### src/rtl/uart_cmd_parser.sv
// ASCII command parser: S/L/B commands terminated by CR drive seg/led/beep and answer K or E.
// Optional macro CMD_ECHO_EN echoes every accepted rx byte back through the TX queue.
module uart_cmd_parser #(
  parameter int unsigned TIMEOUT_CYCLES = 50000000,
  parameter int unsigned TXQ_DEPTH      = 4
) (
  input  logic        clk,
  input  logic        rst,
  input  logic [7:0]  rx_data,
  input  logic        rx_valid,
  output logic [7:0]  tx_data,
  output logic        tx_valid,
  input  logic        tx_ready,
  output logic [15:0] seg_val,
  output logic [4:0]  led_val,
  output logic        beep_en,
  output logic        cmd_err
);

  localparam int unsigned AW = (TXQ_DEPTH > 1) ? $clog2(TXQ_DEPTH) : 1;
  localparam int unsigned CW = AW + 1;
  localparam int unsigned TW = $clog2(TIMEOUT_CYCLES + 1);

  localparam logic [7:0] CH_CR = 8'h0D;
  localparam logic [7:0] CH_LF = 8'h0A;
  localparam logic [7:0] CH_S  = 8'h53;
  localparam logic [7:0] CH_L  = 8'h4C;
  localparam logic [7:0] CH_B  = 8'h42;
  localparam logic [7:0] CH_K  = 8'h4B;
  localparam logic [7:0] CH_E  = 8'h45;

  typedef enum logic [2:0] {IDLE, ARG, WAIT_CR, RESP, DISCARD} state_t;
  typedef enum logic [1:0] {CMD_S, CMD_L, CMD_B} cmd_t;

  state_t        state_q, state_d;
  cmd_t          cmd_q, cmd_d;
  logic [2:0]    dig_q, dig_d;
  logic [15:0]   acc_q, acc_d;
  logic          resp_k_q, resp_k_d;
  logic [TW-1:0] tmo_q, tmo_d;
  logic          err_q, err_d;
  logic [15:0]   seg_q, seg_d;
  logic [4:0]    led_q, led_d;
  logic          beep_q, beep_d;

  logic [7:0]    txq_q [TXQ_DEPTH];
  logic [AW-1:0] rd_ptr_q, wr_ptr_q;
  logic [CW-1:0] q_cnt_q, q_cnt_d;
  logic          tx_valid_q;
  logic          q_full_c, push_c, pop_c, resp_push_c;
  logic [7:0]    push_data_c;

  logic          dig_ok_c, arg_ok_c, timed_c, expire_c;
  logic [3:0]    nib_c;

  // Hex digit decode of the incoming byte; B accepts only '0'/'1'
  always_comb begin
    dig_ok_c = 1'b0;
    nib_c    = 4'h0;
    if (rx_data >= 8'h30 && rx_data <= 8'h39) begin
      dig_ok_c = 1'b1;
      nib_c    = rx_data[3:0];
    end else if (rx_data >= 8'h41 && rx_data <= 8'h46) begin
      dig_ok_c = 1'b1;
      nib_c    = 4'(rx_data - 8'h37);
    end else if (rx_data >= 8'h61 && rx_data <= 8'h66) begin
      dig_ok_c = 1'b1;
      nib_c    = 4'(rx_data - 8'h57);
    end
    arg_ok_c = dig_ok_c && ((cmd_q != CMD_B) || (rx_data[7:1] == 7'b0011000));
  end

  assign q_full_c    = (q_cnt_q == CW'(TXQ_DEPTH));
  assign resp_push_c = (state_q == RESP) && !q_full_c;
  assign timed_c     = (state_q == ARG) || (state_q == WAIT_CR) || (state_q == DISCARD);

  // Next-state, accumulator, timeout and target-output logic
  always_comb begin
    state_d  = state_q;
    cmd_d    = cmd_q;
    dig_d    = dig_q;
    acc_d    = acc_q;
    resp_k_d = resp_k_q;
    err_d    = 1'b0;
    seg_d    = seg_q;
    led_d    = led_q;
    beep_d   = beep_q;
    tmo_d    = '0;
    expire_c = 1'b0;

    // A byte in the same cycle as expiry wins: the counter only runs on idle cycles
    if (timed_c && !rx_valid) begin
      tmo_d    = tmo_q + TW'(1);
      expire_c = (tmo_q == TW'(TIMEOUT_CYCLES - 1));
    end

    case (state_q)
      IDLE: begin
        if (rx_valid && rx_data != CH_CR && rx_data != CH_LF) begin
          acc_d   = '0;
          state_d = ARG;
          if (rx_data == CH_S) begin
            cmd_d = CMD_S;
            dig_d = 3'd4;
          end else if (rx_data == CH_L) begin
            cmd_d = CMD_L;
            dig_d = 3'd2;
          end else if (rx_data == CH_B) begin
            cmd_d = CMD_B;
            dig_d = 3'd1;
          end else begin
            state_d = DISCARD;
          end
        end
      end
      ARG: begin
        if (rx_valid) begin
          if (rx_data == CH_CR) begin
            err_d    = 1'b1;
            resp_k_d = 1'b0;
            state_d  = RESP;
          end else if (arg_ok_c) begin
            acc_d = {acc_q[11:0], nib_c};
            dig_d = dig_q - 3'd1;
            if (dig_q == 3'd1) state_d = WAIT_CR;
          end else begin
            state_d = DISCARD;
          end
        end else if (expire_c) begin
          err_d   = 1'b1;
          state_d = IDLE;
        end
      end
      WAIT_CR: begin
        if (rx_valid) begin
          if (rx_data == CH_CR) begin
            resp_k_d = 1'b1;
            state_d  = RESP;
          end else begin
            state_d = DISCARD;
          end
        end else if (expire_c) begin
          err_d   = 1'b1;
          state_d = IDLE;
        end
      end
      DISCARD: begin
        if (rx_valid && rx_data == CH_CR) begin
          err_d    = 1'b1;
          resp_k_d = 1'b0;
          state_d  = RESP;
        end else if (!rx_valid && expire_c) begin
          err_d   = 1'b1;
          state_d = IDLE;
        end
      end
      RESP: begin
        if (!q_full_c) begin
          state_d = IDLE;
          if (resp_k_q) begin
            case (cmd_q)
              CMD_S:   seg_d  = acc_q;
              CMD_L:   led_d  = acc_q[4:0];
              default: beep_d = acc_q[0];
            endcase
          end
        end
      end
      default: state_d = IDLE;
    endcase
  end

  always_ff @(posedge clk or posedge rst) begin
    if (rst) begin
      state_q  <= IDLE;
      cmd_q    <= CMD_S;
      dig_q    <= '0;
      acc_q    <= '0;
      resp_k_q <= 1'b0;
      tmo_q    <= '0;
      err_q    <= 1'b0;
      seg_q    <= '0;
      led_q    <= '0;
      beep_q   <= 1'b0;
    end else begin
      state_q  <= state_d;
      cmd_q    <= cmd_d;
      dig_q    <= dig_d;
      acc_q    <= acc_d;
      resp_k_q <= resp_k_d;
      tmo_q    <= tmo_d;
      err_q    <= err_d;
      seg_q    <= seg_d;
      led_q    <= led_d;
      beep_q   <= beep_d;
    end
  end

  // TX queue push source: response in RESP, otherwise the optional echo
  always_comb begin
    push_c      = resp_push_c;
    push_data_c = resp_k_q ? CH_K : CH_E;
`ifdef CMD_ECHO_EN
    if (rx_valid && state_q != RESP && !q_full_c) begin
      push_c      = 1'b1;
      push_data_c = rx_data;
    end
`endif
    pop_c   = tx_valid_q && tx_ready;
    q_cnt_d = q_cnt_q + CW'(push_c) - CW'(pop_c);
  end

  always_ff @(posedge clk or posedge rst) begin
    if (rst) begin
      rd_ptr_q   <= '0;
      wr_ptr_q   <= '0;
      q_cnt_q    <= '0;
      tx_valid_q <= 1'b0;
      for (int i = 0; i < TXQ_DEPTH; i++) txq_q[i] <= '0;
    end else begin
      if (push_c) begin
        txq_q[wr_ptr_q] <= push_data_c;
        wr_ptr_q        <= wr_ptr_q + AW'(1);
      end
      if (pop_c) rd_ptr_q <= rd_ptr_q + AW'(1);
      q_cnt_q    <= q_cnt_d;
      tx_valid_q <= (q_cnt_d != '0);
    end
  end

  assign tx_data  = txq_q[rd_ptr_q];
  assign tx_valid = tx_valid_q;
  assign seg_val  = seg_q;
  assign led_val  = led_q;
  assign beep_en  = beep_q;
  assign cmd_err  = err_q;

endmodule

### config.mk
export PLATFORM = sky130hd
export DESIGN_NAME = uart_cmd_parser
export DESIGN_NICKNAME = d
export VERILOG_FILES = /design/src/rtl/uart_cmd_parser.sv
export SDC_FILE = /design/constraint.sdc
export NUM_CORES = 1
export LEC_CHECK = 0
export ABC_AREA = 1
export CORE_ASPECT_RATIO = 0.9
export CORE_UTILIZATION = 52
export CTS_CLUSTER_DIAMETER = 40
export CTS_CLUSTER_SIZE = 24
export DETAILED_ROUTE_END_ITERATION = 10
export GPL_TIMING_DRIVEN = 0
export HOLD_SLACK_MARGIN = 0.02
export PLACE_DENSITY = 0.73
export SYNTH_ARGS = -nofsm -noshare
export SYNTH_HDL_FRONTEND = slang
export SYNTH_SLANG_ARGS = --single-unit
### constraint.sdc
create_clock -name clk -period 2.85 [get_ports clk]
set_clock_uncertainty 0.05 [all_clocks]
set_input_delay 0.285 -clock clk [delete_from_list [all_inputs] [get_ports clk]]
set_output_delay 0.285 -clock clk [all_outputs]
set_load 0.01 [all_outputs]
run_1/io_placement.png
Bar = 20 um. Pins as bars across the die edge, other pins in grey.
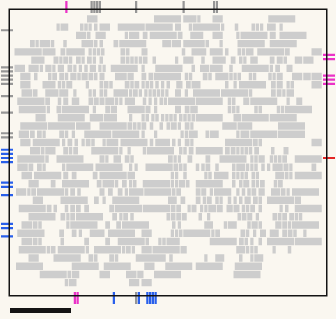
Key: magenta = tx_data [pins 8, direction output, edge 5 east, 2 south, 1 north]; red = cmd_err [pins 1, direction output, edge east]; blue = seg_val [pins 16, direction output, edge 10 west, 6 south]
# port buffers: 40
Die Y-Extent: 94.1 um

run_1/logic_types.png
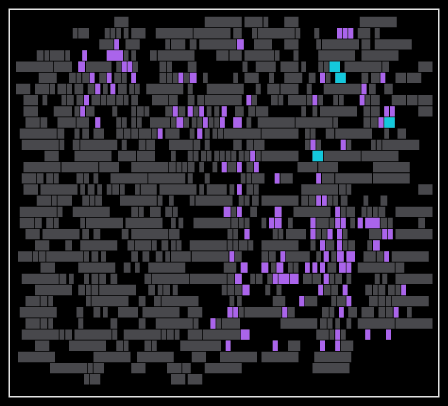
Key: purple = nor cells [cells 109, most used nor2_1]; cyan = non-inverting ao/oa cells [cells 4, most used o21a_1, where north-east]
Commonest Layout Cell: nand2_1
Comb/total area: 0.372

run_1/metal_density.png
The die is cut into 21 by 19 equal tiles; white is low, dark blue is high, scaled to the fullest tile. Values are wire area over tile area, all layers added.
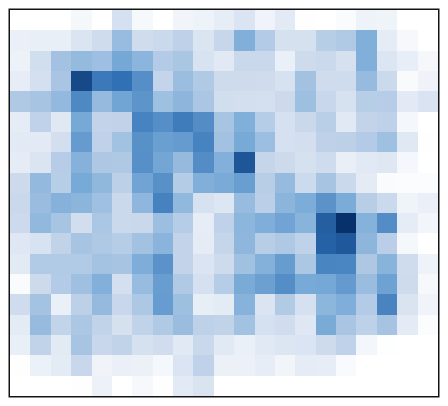
The fullest tile reaches 0.62. 11% of the tiles are over half the peak. The densest ninth of the die: centre. The mean over all tiles is 0.17.
total number of vias: 4,119
DRT Wirelength: 10,400 um

==> deck_impl_summary.md, run 1 <==
Key Metrics from the Run

Yosys
  • Average cell area after synthesis: 7.92 um2
  • Synth flops: 94
  • Yosys stat area: 0.00490 mm2
  • Post-synth EDFFs: 0
  • Ys flop type: dfrtp_1
  • Synth Cell Area: 0.00490 mm2
  • Async SR Flop Fraction: 1.00
  • # Cells Yosys: 618
  • Synth warn: 0
  • Netlist cell types: 37
  • Seq/Total Area, Yosys: 0.480
  • Synth Instances: 618

Floorplan
  • Core Density at Floorplan: 0.537
  • Die ar.: 0.00981 mm2
  • Num rows: 33
  • Core area: 0.00913 mm2
  • Ports: 44
  • Die X: 104 um

Clocking
  • Total CTS buffers: 9
  • Count of clock tree sinks: 94
  • CTS tree: yes
  • CTS clk-pin slew, worst paths: 110 ps
  • CTS resizes: 0
  • H-tree depth: 3
  • Clk latency late pin: 370 ps
  • Root Driver: clkbuf_8
  • Max clock buf depth: 2
  • Cts hold-fix bufs: 0
  • Setup bufs post-CTS: 0

Critical path
  • WP data arrival: 2570 ps
  • Req. time, crit path: 3040 ps
  • Worst Path Max Fanout: 3
  • CP Launch Type: flip-flop
  • CP Capture Type: flip-flop
  • Crit Path Class: flip-flop to flip-flop

Pwr
  • VDD IR max: 0.334 mV
  • Lkg Pwr: 2.67 nW
  • Design Power: 3.09 mW
  • Pwr Density: 544 mW/mm2

Global routing
  • Vias in the first global route: 3,989
  • Antenna violations before repair: 0
  • Gr ovfl total: 0
  • Largest net degree at the start of global routing: 69
  • First-pass GRT wire length: 18,100 um
  • Global Route Usage Sum: 0.231

STA
  • Final hold slack: 188 ps
  • Final worst slack: 475 ps
  • Fmax: 421 MHz
  • Period utilisation layout: 0.833
  • Final setup viols: 0
  • Final hold violation count: 0
  • Pins Over Slew Limit: 0
  • Sum Neg Setup Slack: 0 ps
  • Fin crit period: 2380 ps
  • Unrepaired setup endpoints after global routing: no

Layout
  • Top Layout Cells: nand2_1, dfrtp_1, nor2_1
  • Finished Layout Cells: 799
  • Fin area: 0.00568 mm2
  • Layout Utilization: 0.622
  • Fin nets: 698
  • Area Overhead vs Synth: 15.9%
  • Ratio of cells with drive above 1 in the final layout: 0.0724
  • Antenna cell count: 0

Flow run
  • Tool warnings: 33
  • Max Cap Violations: 0

Place
  • Cell count after placement: 783
  • Placed wire-length estimate: 7740 um
  • DP Area: 0.00549 mm2
  • Dpl ws: 355 ps
  • RePlAce Congestion: 0.958

Route
  • DR iter-0 viols: 146
  • Post-DRT Antenna Nets: 0
  • Residual DRC: 0
  • First-pass DRT Iterations: 5
  • Vias per cell: 5.16
  • Drt wl/cell: 13.0 um

Worst hold path
  • Worst min-delay path category: primary input to async pin

Outcome
  • Outcome: completed
## run 1: synth_stat cells (2+ instances only)
| master | number | area (um2) |
|---|---|---|
| o21a_1 | 4 | 30.0 |
| clkbuf_1 | 5 | 18.8 |
| or2_2 | 4 | 25.0 |
| nor2_1 | 87 | 327 |
| o22ai_1 | 4 | 25.0 |
| inv_2 | 3 | 11.3 |
| nand4_1 | 12 | 75.1 |
| a21oi_1 | 14 | 70.1 |
| xnor2_1 | 9 | 78.8 |
| buf_6 | 2 | 22.5 |
| nor4_1 | 2 | 12.5 |
| ha_1 | 13 | 163 |
| o21ai_1 | 13 | 65.1 |
| inv_1 | 85 | 319 |
| nand2_2 | 5 | 31.3 |
| a31oi_1 | 4 | 25.0 |
| nor3_1 | 15 | 75.1 |
| o21ai_0 | 45 | 225 |
| nand3_1 | 41 | 205 |
| nand2_1 | 125 | 469 |
| xor2_1 | 8 | 70.1 |
| buf_4 | 6 | 45.0 |
| nor2_2 | 2 | 12.5 |
| dfrtp_1 | 94 | 2350 |
| buf_2 | 4 | 20.0 |
## run 1: worst max-delay path: stages, from the launching register on
cell	delay (ps)
dfrtp_1	440
nor3_1	210
inv_1	80
nand2_1	130
ha_1	240
inv_1	50
ha_1	120
inv_1	40
fa_1	470
inv_1	50
or3_1	370
## run 1: kinds of logic after synthesis
logic type / Yosys count / synth area share
AOI/OAI and AO/OA: 86 / 0.0951
xor gates and xnor gates: 17 / 0.0304
adders and majority gates: 14 / 0.0373
buffers and inverters: 106 / 0.0900
DFF: 94 / 0.480
other: 1 / 0.000766
and+or+nand+nor: 300 / 0.266
## run 1: metal layers
| layer | GRT usage | share of wire |
|---|---|---|
| met5 | 0 | 0 |
| met3 | 0.0381 | 0.035 |
| met1 | 0.303 | 0.47 |
| met4 | 0.0893 | 0.021 |
| met2 | 0.387 | 0.47 |
## run 1: final timing paths
kind | start | depth (start not counted) | end | slack, ps
min in group clk | txq_q[22] | 1 | txq_q[22] | 430
max reg2reg | q_cnt_q[1] | 10 | tx_valid | 470
min | rst | 2 | seg_val[12] | 190
max | q_cnt_q[1] | 10 | tx_valid | 470
max in group asynchronous | rst | 3 | beep_en | 1910
min reg2reg | txq_q[22] | 1 | txq_q[22] | 430
## run 1: final cells by class
class	instances	area (um2)
fillers	796	3450
well taps	122	153
clock inverters	7	65.1
flip-flops and latches	94	2350
repair buffers	41	428
plain buffers	18	110
clock buffers	9	124
inverters	88	333
multi-input cells	420	2110
## run 1: power breakdown
part | switching, mW | internal, mW
logic | 0.437 | 0.319
clock network | 0.515 | 0.335
registers | 0.0738 | 1.40
## run 1: flip-flops by register name, indices dropped and copies added, names as in the netlist, 3 cells and up
register  count
dig_q         3
seg_val      16
state_q       3
led_val       5
txq_q        12
acc_q        16
tmo_q        26
q_cnt_q       3
run_1/clocks.png
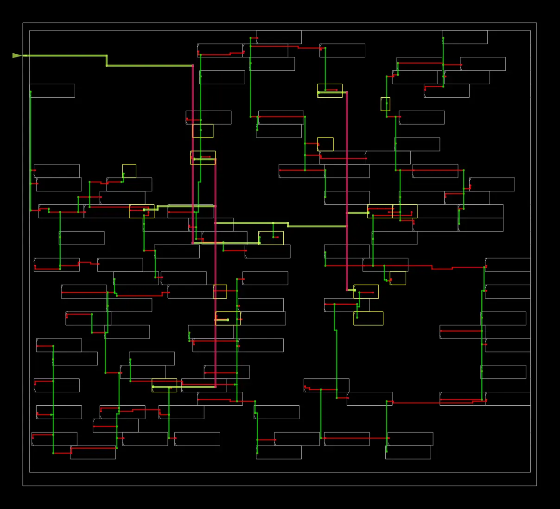

==> run 1 -> run 2 <==
--- a/config.mk
+++ b/config.mk
@@ -7,13 +7,13 @@
 export LEC_CHECK = 0
 export ABC_AREA = 1
 export CORE_ASPECT_RATIO = 0.9
-export CORE_UTILIZATION = 52
+export CORE_UTILIZATION = 55
 export CTS_CLUSTER_DIAMETER = 40
 export CTS_CLUSTER_SIZE = 24
 export DETAILED_ROUTE_END_ITERATION = 10
 export GPL_TIMING_DRIVEN = 0
 export HOLD_SLACK_MARGIN = 0.02
-export PLACE_DENSITY = 0.73
+export PLACE_DENSITY = 0.74
 export SYNTH_ARGS = -nofsm -noshare
 export SYNTH_HDL_FRONTEND = slang
 export SYNTH_SLANG_ARGS = --single-unit
==> constraint.sdc (replaced) <==
create_clock -name clk -period 2.2 [get_ports clk]
set_clock_uncertainty 0.05 [all_clocks]
set_input_delay 0.22 -clock clk [delete_from_list [all_inputs] [get_ports clk]]
set_output_delay 0.22 -clock clk [all_outputs]
set_load 0.01 [all_outputs]
run_2/clocks.png
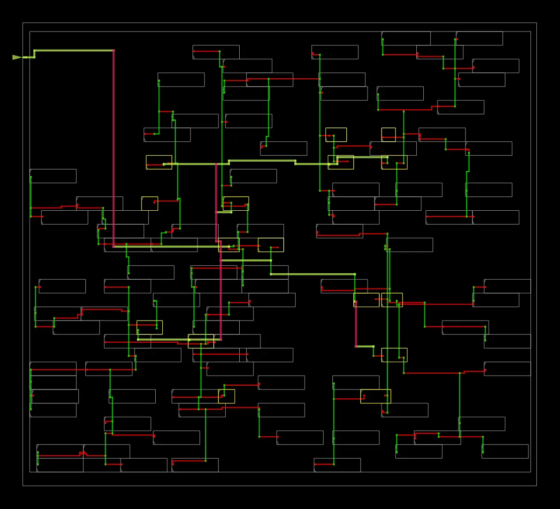
Clock group: 1.16 mW
# clk buffers: 9
total CTS buffers: 9

run_2/detail.png
Bar = 5 um. Window x 41 to 61, y 54 to 74 um. Cells in grey, sequential cells in the stronger grey; small squares are vias.
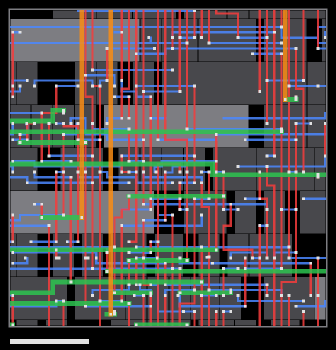
Key: orange = metal 4; green = metal 3; blue = metal 1; red = metal 2
46 logic cells have their middle in the window. Most frequent: nand2_1 (10), inv_1 (7), nor2_1 (7). Netlist names of flops here include state_q (2), q_cnt_q (1). Sequential cells in the window: 3.

==> run 2 against run 1 <==
The run now ends with setup timing left. Final cell count grew 1.9%. Critical path depth is the same. Global-route usage grew 3.3 points. Non-clock buffer count grew 18. Sequential power grew about 30%. Die size shrank 5.4%. Routed wire length grew 7.7%. Clock power grew 36%.
==> deck_impl_summary.md, run 2 <==
Key Metrics from the Run

STA
  • Final setup viols: 1 (was 0)
  • Period utilisation layout: 1.02 (was 0.833)
  • Sum Neg Setup Slack: -34.2 ps (was 0 ps)
  • Final hold slack: 162 ps (was 188 ps)
  • Fin crit period: 2230 ps (was 2380 ps)
  • Final worst slack: -34.2 ps (was 475 ps)
  • Final hold violation count: 0 (unchanged)

Global routing
  • First-pass GRT wire length: 19,200 um (was 18,100 um)
  • Global Route Usage Sum: 0.264 (was 0.231)
  • Gr ovfl total: 0 (unchanged)
  • Vias in the first global route: 4,126 (was 3,989)
  • Antenna violations before repair: 0 (unchanged)
  • Largest net degree at the start of global routing: 44 (was 69)

Critical path
  • Worst Setup EP: tx_valid (unchanged)
  • Crit Path Class: flip-flop to flip-flop (unchanged)
  • WP data arrival: 2430 ps (was 2570 ps)
  • Req. time, crit path: 2400 ps (was 3040 ps)
  • Worst Path Max Fanout: 3 (unchanged)
  • R2R depth: 10 (unchanged)
  • Crit path from: q_cnt_q[1] (unchanged)
  • Reg2reg start: q_cnt_q[1] (unchanged)
  • R2r setup slk: -30 ps (was 470 ps)

Floorplan
  • Die Y-Extent: 91.5 um (was 94.1 um)
  • Die X: 101 um (was 104 um)
  • Core Density at Floorplan: 0.569 (was 0.537)
  • Ports: 44 (unchanged)
  • Num rows: 32 (was 33)
  • Core area: 0.00861 mm2 (was 0.00913 mm2)

Place
  • Dpl ws: -231 ps (was 355 ps)
  • Placed wire-length estimate: 8060 um (was 7740 um)
  • RePlAce Congestion: 0.894 (was 0.958)
  • DP Area: 0.00550 mm2 (was 0.00549 mm2)
  • # port buffers: 40 (unchanged)

Flow run
  • Tool warnings: 35 (was 33)
  • Max Cap Violations: 0 (unchanged)

Layout
  • Antenna cell count: 0 (unchanged)
  • Top Layout Cells: nand2_1, dfrtp_1, nor2_1 (unchanged)
  • Area Overhead vs Synth: 20.7% (was 15.9%)
  • Layout Utilization: 0.687 (was 0.622)
  • Commonest Layout Cell: nand2_1 (unchanged)
  • Max reg flops: 26 (unchanged)
  • Fin area: 0.00591 mm2 (was 0.00568 mm2)
  • Ratio of cells with drive above 1 in the final layout: 0.127 (was 0.0724)

Yosys
  • Synth Instances: 618 (unchanged)
  • Largest cells by area after synthesis: dfrtp_1, nand2_1, nor2_1, inv_1, o21ai_0 (unchanged)
  • Top-count cell post-synth: nand2_1 (unchanged)
  • Netlist cell types: 37 (unchanged)
  • Synth warn: 0 (unchanged)
  • Seq/Total Area, Yosys: 0.480 (unchanged)
  • # Cells Yosys: 618 (unchanged)
  • Async SR Flop Fraction: 1.00 (unchanged)
  • Commonest cells post-synth: nand2_1, dfrtp_1, nor2_1 (unchanged)
  • Yosys top cell by area: dfrtp_1 (unchanged)
  • Synth flops: 94 (unchanged)
  • Yosys stat area: 0.00490 mm2 (unchanged)
  • Post-synth EDFFs: 0 (unchanged)
  • Average cell area after synthesis: 7.92 um2 (unchanged)
  • Ys flop type: dfrtp_1 (unchanged)

Outcome
  • Failing checks: setup timing
  • Outcome: finished, violations left (was completed)

Worst hold path
  • Worst min-delay path category: primary input to async pin (unchanged)

Route
  • First-pass DRT Iterations: 5 (unchanged)
  • DRT Wirelength: 11,200 um (was 10,400 um)
  • DR iter-0 viols: 220 (was 146)
  • Total number of vias: 4,264 (was 4,119)
  • Residual DRC: 0 (unchanged)
  • Post-DRT Antenna Nets: 0 (unchanged)

Pwr
  • Pwr Density: 744 mW/mm2 (was 544 mW/mm2)
  • VDD IR max: 0.440 mV (was 0.334 mV)
  • NetSw: 1.51 mW (was 1.03 mW)
  • Combinational Power Share: 0.298 (was 0.245)
  • Clk network pwr share: 0.264 (was 0.276)
  • Lkg Pwr: 2.80 nW (was 2.67 nW)
  • Internal power: 2.89 mW (was 2.06 mW)
  • Sequential share of power: 0.438 (was 0.479)
  • Sw frac: 0.343 (was 0.333)

Clocking
  • Root Driver: clkbuf_8 (unchanged)
  • CTS clk-pin slew, worst paths: 110 ps (about the same)
  • CTS tree: yes (unchanged)
  • H-tree depth: 3 (unchanged)
  • Count of clock tree sinks: 94 (unchanged)
  • Clk latency late pin: 370 ps (about the same)
  • Max clock buf depth: 2 (unchanged)
## run 2: cell type report
| type | count | area (um2) | area share |
|---|---|---|---|
| repair buffers | 59 | 573 | 0.0970 |
| inverters | 88 | 339 | 0.0574 |
| flip-flops and latches | 94 | 2350 | 0.398 |
| well taps | 119 | 149 | 0.0252 |
| clock buffers | 9 | 124 | 0.0210 |
| multi-input cells | 420 | 2190 | 0.370 |
| plain buffers | 18 | 110 | 0.0186 |
| clock inverters | 7 | 75.1 | 0.0127 |
## run 2: worst min path at each step
stage,slack (ps),startpoint,cells after the start,to
floorplan,380,rx_data[2],3,acc_q[2]
CTS,170,rst,2,tmo_q[0]
global route,190,rst,2,tmo_q[2]
global placement,400,txq_q[14],1,txq_q[14]
finish,160,rst,2,tmo_q[21]
detailed placement,410,txq_q[6],1,txq_q[6]
## run 2: worst max-delay path, stage by stage (launching register included)
cell and delay, ps:
dfrtp_2 460, nor3_2 120, inv_1 90, nand2_2 90, ha_4 210, inv_4 50
ha_4 120, inv_2 30, fa_2 520, inv_2 40, or3_1 340
## run 2: timing repair
item,in CTS,in global routing
cloned,0,0
pin swaps,4,2
buffers inserted,12,5
endpoints found under the hold margin,0,0
resized,11,15
hold buffers,0,0
setup endpoints to repair,4,15
## run 2: power groups by stage
stage               combinational (mW)  sequential (mW)  clock [mW]
global placement                 0.965             1.94           0
CTS                               1.21             1.92        1.18
detailed placement                1.01             1.95           0
global route                      1.43             1.94        1.25
floorplan                        0.680             1.93           0
finish                            1.31             1.93        1.16
## run 2: cells by family (layout without fill, tap and decap cells)
kind of cell	Yosys count	after routing	share of synthesized area
compound gates	86	86	0.0951
xor+xnor	17	17	0.0304
fa+ha+maj	14	14	0.0373
other cells	1	3	0.000766
buf+inv	106	181	0.0900
flops	94	94	0.480
simple gates	300	300	0.266
## run 2: metrics by stage
step | total power [mW] | std cells
finish | 4.40 | 814
global route | 4.62 | 814
CTS | 4.31 | 809
detailed placement | 2.96 | 781
global placement | 2.91 | 779
floorplan | 2.61 | 620
## run 2: layer usage
| metal | wire, um | vias to the layer above | global-route usage |
|---|---|---|---|
| met1 | 4920 | 2029 | 0.334 |
| met3 | 496 | 18 | 0.0547 |
| li1 | - | 2116 | - |
| met5 | 0 | - | 0 |
| met2 | 5580 | 101 | 0.454 |
| met4 | 206 | 0 | 0.0761 |
Power is estimated from default activity; no workload was simulated.
